run_1/layer_met2.png
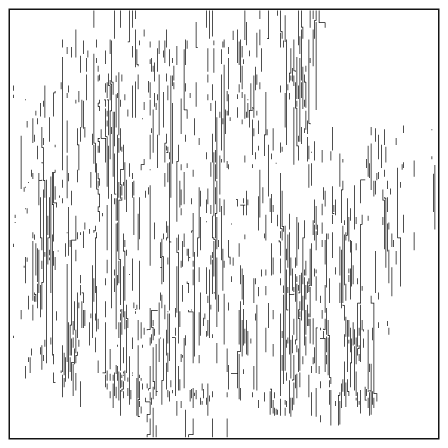
run_1/clocks.png
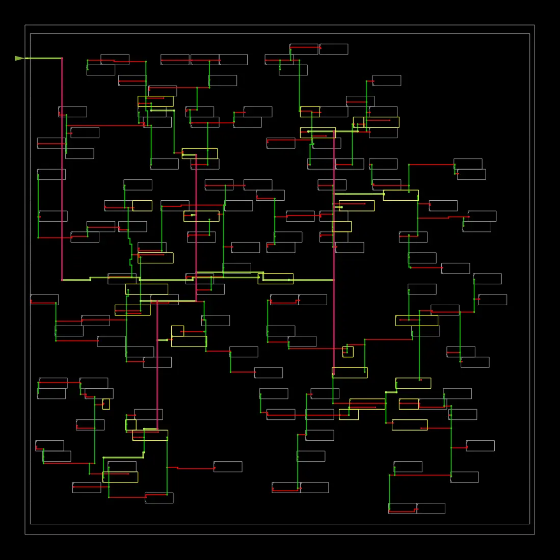
run_1/placement_by_type.png
Bar = 50 microns. Fill, decap, tap and diode cells in grey.
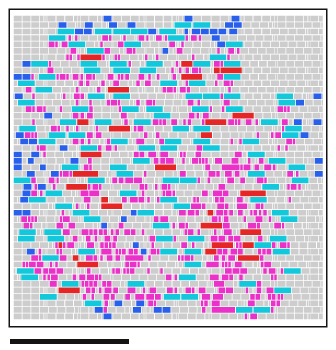
--- src/rtl/imem_loader.sv ---
// Byte-stream loader for the RV32I instruction memory write port.
// Parses a LEN/payload/CSUM frame and holds the core in reset while loading.
module imem_loader #(
   parameter int DEPTH  = 256,
   parameter int ADDR_W = 8
) (
   input  logic              clk,
   input  logic              rst_n,
   input  logic              start,
   input  logic              in_valid,
   input  logic [7:0]        in_data,
   output logic              in_ready,
   output logic              we,
   output logic [ADDR_W-1:0] waddr,
   output logic [31:0]       wdata,
   output logic              busy,
   output logic              done,
   output logic              err,
   output logic              cpu_rst_n
);

   typedef enum logic [2:0] {
      S_IDLE,
      S_LEN0,
      S_LEN1,
      S_DATA,
      S_CSUM,
      S_DONE,
      S_ERR
   } state_t;

   localparam logic [16:0] DEPTH_L = 17'(DEPTH);

   state_t      state;
   state_t      state_nx;

   logic [7:0]  len_lo;
   logic [15:0] len;
   logic [1:0]  bcnt;
   logic [15:0] widx;
   logic [23:0] asm_q;
   logic [7:0]  csum;

   logic        xfer;
   logic        last_word;
   logic [16:0] len_rx;

   assign xfer      = in_valid && in_ready;
   assign len_rx    = {1'b0, in_data, len_lo};
   assign last_word = (widx == (len - 16'd1));

   // State register
   always_ff @(posedge clk) begin
      if (!rst_n) begin
         state <= S_IDLE;
      end else begin
         state <= state_nx;
      end
   end

   // Next-state logic
   always_comb begin
      state_nx = state;
      case (state)
         S_IDLE, S_DONE, S_ERR: begin
            if (start) begin
               state_nx = S_LEN0;
            end
         end
         S_LEN0: begin
            if (xfer) begin
               state_nx = S_LEN1;
            end
         end
         S_LEN1: begin
            if (xfer) begin
               if (len_rx > DEPTH_L) begin
                  state_nx = S_ERR;
               end else if (len_rx == '0) begin
                  state_nx = S_CSUM;
               end else begin
                  state_nx = S_DATA;
               end
            end
         end
         S_DATA: begin
            if (xfer && (bcnt == 2'd3) && last_word) begin
               state_nx = S_CSUM;
            end
         end
         S_CSUM: begin
            if (xfer) begin
               state_nx = (in_data == csum) ? S_DONE : S_ERR;
            end
         end
         default: state_nx = S_IDLE;
      endcase
   end

   // Status outputs decoded from the state
   always_comb begin
      in_ready  = 1'b0;
      busy      = 1'b0;
      done      = 1'b0;
      err       = 1'b0;
      cpu_rst_n = 1'b1;
      case (state)
         S_LEN0, S_LEN1, S_DATA, S_CSUM: begin
            in_ready  = 1'b1;
            busy      = 1'b1;
            cpu_rst_n = 1'b0;
         end
         S_DONE: begin
            done = 1'b1;
         end
         S_ERR: begin
            err       = 1'b1;
            cpu_rst_n = 1'b0;
         end
         default: begin
            in_ready  = 1'b0;
         end
      endcase
   end

   // Datapath: the first three bytes of a word shift in from the top so the
   // fourth byte completes {b3,b2,b1,b0} without a separate byte-lane mux.
   always_ff @(posedge clk) begin
      if (!rst_n) begin
         len_lo <= '0;
         len    <= '0;
         bcnt   <= '0;
         widx   <= '0;
         asm_q  <= '0;
         csum   <= '0;
         we     <= 1'b0;
         waddr  <= '0;
         wdata  <= '0;
      end else begin
         we <= 1'b0;
         case (state)
            S_IDLE, S_DONE, S_ERR: begin
               if (start) begin
                  bcnt  <= '0;
                  widx  <= '0;
                  asm_q <= '0;
                  csum  <= '0;
               end
            end
            S_LEN0: begin
               if (xfer) begin
                  len_lo <= in_data;
               end
            end
            S_LEN1: begin
               if (xfer) begin
                  len <= {in_data, len_lo};
               end
            end
            S_DATA: begin
               if (xfer) begin
                  csum <= csum ^ in_data;
                  bcnt <= bcnt + 2'd1;
                  if (bcnt == 2'd3) begin
                     we    <= 1'b1;
                     waddr <= widx[ADDR_W-1:0];
                     wdata <= {in_data, asm_q};
                     widx  <= widx + 16'd1;
                  end else begin
                     asm_q <= {in_data, asm_q[23:8]};
                  end
               end
            end
            default: begin
               len_lo <= len_lo;
            end
         endcase
      end
   end

endmodule

--- config.mk ---
export PLATFORM = sky130hd
export DESIGN_NAME = imem_loader
export DESIGN_NICKNAME = d
export VERILOG_FILES = /design/src/rtl/imem_loader.sv
export SDC_FILE = /design/constraint.sdc
export NUM_CORES = 1
export LEC_CHECK = 0
export CAP_MARGIN = 20
export CORE_UTILIZATION = 32
export CTS_CLUSTER_SIZE = 28
export DETAILED_ROUTE_END_ITERATION = 6
export HOLD_SLACK_MARGIN = 0.12
export PLACE_DENSITY = 0.46
export SLEW_MARGIN = 20
export SYNTH_ARGS = -nofsm -noshare
export SYNTH_HDL_FRONTEND = slang
export SYNTH_SLANG_ARGS = --single-unit
export TNS_END_PERCENT = 30
--- constraint.sdc ---
create_clock -name clk -period 4.4 [get_ports clk]
set_clock_uncertainty 0.15 [all_clocks]
set_input_delay 0.66 -clock clk [delete_from_list [all_inputs] [get_ports clk]]
set_output_delay 0.66 -clock clk [all_outputs]
set_load 0.01 [all_outputs]
==> flow_summary.json, run 1 <==
{
  "outcome": "complete, no violations",
  "common_cells": "nand2_1 (157), dfxtp_1 (118), a21boi_0 (66)",
  "hold_violations": 0,
  "crit_end": "busy",
  "worstHoldEndpoint": "asm_q[7]",
  "track_usage": 0.1701,
  "rrSetupSlack_ps": 1300,
  "fmax_mhz": 320.3,
  "grt_use_met2": 0.2621,
  "async_flop_share": 0,
  "max-clock-path-buffers": 2,
  "min_from": "asm_q[7]",
  "top_area_cell": "dfxtp_1",
  "cp_top_family": "flip-flops",
  "simple_gate_area_frac": 0.2569,
  "syn-cell-area_sq_um": 5474,
  "worstReg2RegStart": "state[2]",
  "dp_hpwl_microns": 9472,
  "r2r_cells": 7,
  "first_global_vias": 4497,
  "synth_cell_types": 51,
  "antenna_found_initial": 0,
  "cts_hold_buf": 0,
  "hold_path_class": "flop to flop",
  "ys_sh_aoi": 0.1593,
  "synth_stat.cells": 658,
  "grt_first_pass_wirelength_microns": 23450,
  "fp.dieW_microns": 132.8,
  "crit_arrival_ps": 2310,
  "met3WireLength_microns": 508
}
Notes on layer_met2.png above:
longest straight run	56.8 microns
nets with wire on the layer	571
wire length on this layer	6,260 microns

Notes on clocks.png above:
Num CTS Buffers: 17
Power Clock: 1.38 mW
Sink Count: 118

Notes on placement_by_type.png above:
colour	class	cells	share of their area
red	clock drivers and dummy loads	29	9.1%
blue	remaining buffers and delay cells	65	9.6%
magenta	combinational and other logic	498	45%
cyan	sequential cells	118	36%
final core occ: 0.4085
Core ar.: 16,640 sq um
final non-filler cell area: 6798 sq um

-- run 1: area by class of cell --
type	count	area, sq um	area share
repair buffers	65	625.6	0.09203
inverters	8	30.03	0.004417
clock inverters	7	96.34	0.01417
flip-flops and latches	118	2362	0.3475
multi-input cells	490	2914	0.4287
clock buffers	22	494.2	0.07270
well taps	220	275.3	0.04049
-- run 1: power by group --
group	leakage, nW	internal (mW)	switching [mW]
logic	1.06	0.272	0.426
registers	0.952	1.13	0.0929
clock network	0.282	0.898	0.485
total	2.30	2.30	1.00
run_1/sizes.png
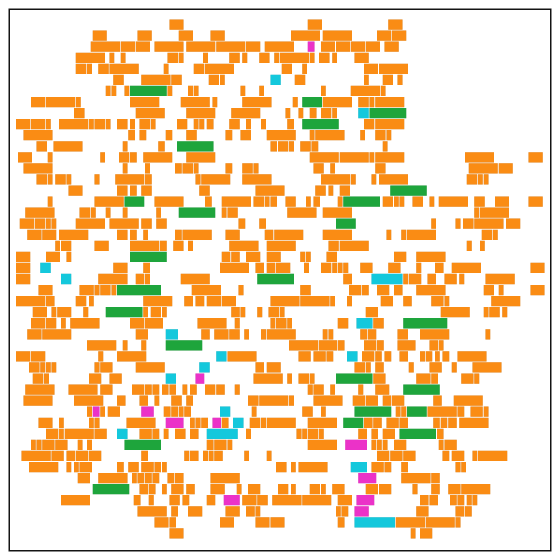

==> inputs of run 2 (changes only) <==
==> constraint.sdc (replaced) <==
create_clock -name clk -period 3.2 [get_ports clk]
set_clock_uncertainty 0.15 [all_clocks]
set_input_delay 0.48 -clock clk [delete_from_list [all_inputs] [get_ports clk]]
set_output_delay 0.48 -clock clk [all_outputs]
set_load 0.01 [all_outputs]
run_2/sizes.png
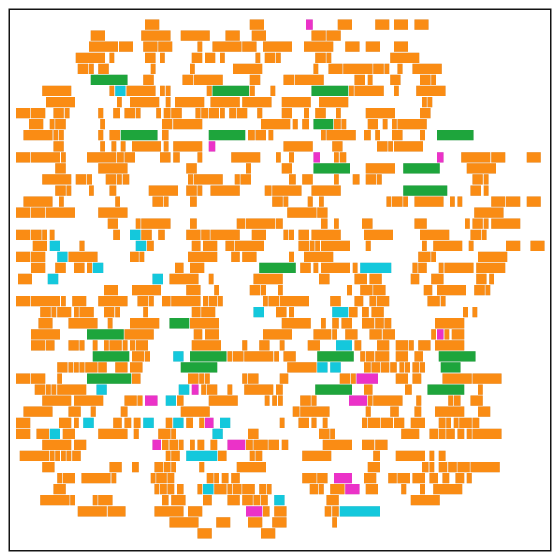
colour	size	cells	share
cyan	_3 and _4 cells	28	3.9%
magenta	_2 cells	15	2.1%
green	_6 and larger	22	3.0%
orange	_0 and _1 cells	661	91%

run_2/layer_met2.png
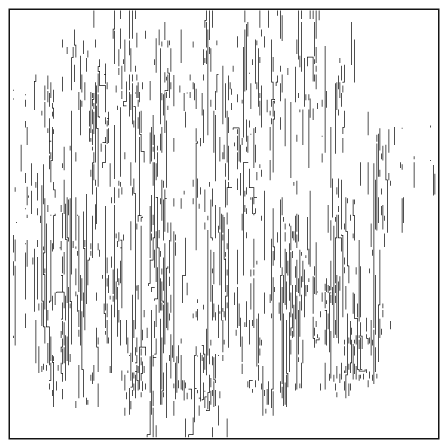
nets with wire on the layer	578
wire length on this layer	6,550 microns

==> run 2 against run 1 <==
Sequential share of layout area is 0.43 points lower. Combinational power rose by 49%. Count of clock-buffer cells in the layout up 1. Non-clock buffer count increased by 13. Die area unchanged. Critical path depth is the same. Register-to-register slack got worse by 920 ps. Sequential power increased by 37%. Area after synthesis unchanged. Wire length up 3.1%. Via count is 0.66% higher.
==> flow_summary.json, run 2 <==
{
  "cts_hold_buf": 0,
  "r2r_cells": 9,
  "worstReg2RegStart": "len[0]",
  "worstHoldEndpoint": "asm_q[4]",
  "hold_violations": 0,
  "buffers": 78,
  "nWellTaps": 220,
  "seq_share": 0.3432,
  "hold_path_class": "flop to flop",
  "max-clock-path-buffers": 2,
  "core_area_sq_um": 16640,
  "comb_share": 0.4234,
  "grt_use_met2": 0.2725,
  "dominant_cells": "combinational gates",
  "common_cells": "nand2_1 (157), dfxtp_1 (118), a21boi_0 (66)",
  "synth_cell_types": 51,
  "crit_end": "busy",
  "ff_count": 118,
  "logic_area_sq_um": 2914,
  "synth_stat.cells": 658,
  "grt_first_pass_wirelength_microns": 23800,
  "antenna_found_initial": 0,
  "met3WireLength_microns": 486,
  "fin_util": 0.4136,
  "logic_gate_count": 490,
  "first_global_vias": 4486,
  "clk_share": 0.08398,
  "top_area_cell": "dfxtp_1",
  "final-nonclk-buf-share": 0.1051,
  "postLayoutCellArea_sq_um": 6883,
  "outcome": "complete, no violations",
  "min_from": "asm_q[4]"
}
run_2/clocks.png
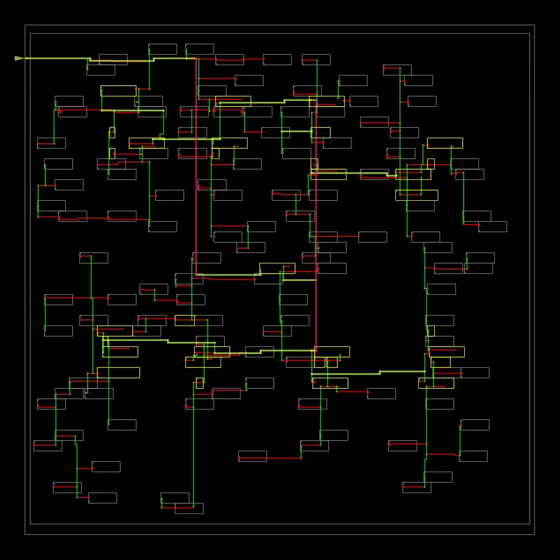
Power Clock: 1.86 mW
clock buffers: 23

-- run 2: cell counts after synthesis --
No cell type changed its count.
-- run 2: kinds of logic after synthesis --
family,after synthesis,share of synthesized area
DFF,118,0.4315
muxes,11,0.02034
and+or+nand+nor,297,0.2569
adders and majority gates,3,0.006858
AOI/OAI and AO/OA,124,0.1593
buffers and inverters,50,0.03703
xor gates and xnor gates,55,0.08800
-- run 2: where the power goes --
group          total [mW]  switching [mW]  internal, mW
registers            1.67           0.117          1.55
logic                1.04           0.622         0.419
clock network        1.86           0.661          1.20
-- run 2: critical path: stages, from the launching register on --
cell,delay (ps)
dfxtp_1,650
nor2_1,170
xnor2_1,380
clkdlybuf4s50_1,610
No activity file was given, so power comes from the tool's default toggle rates.
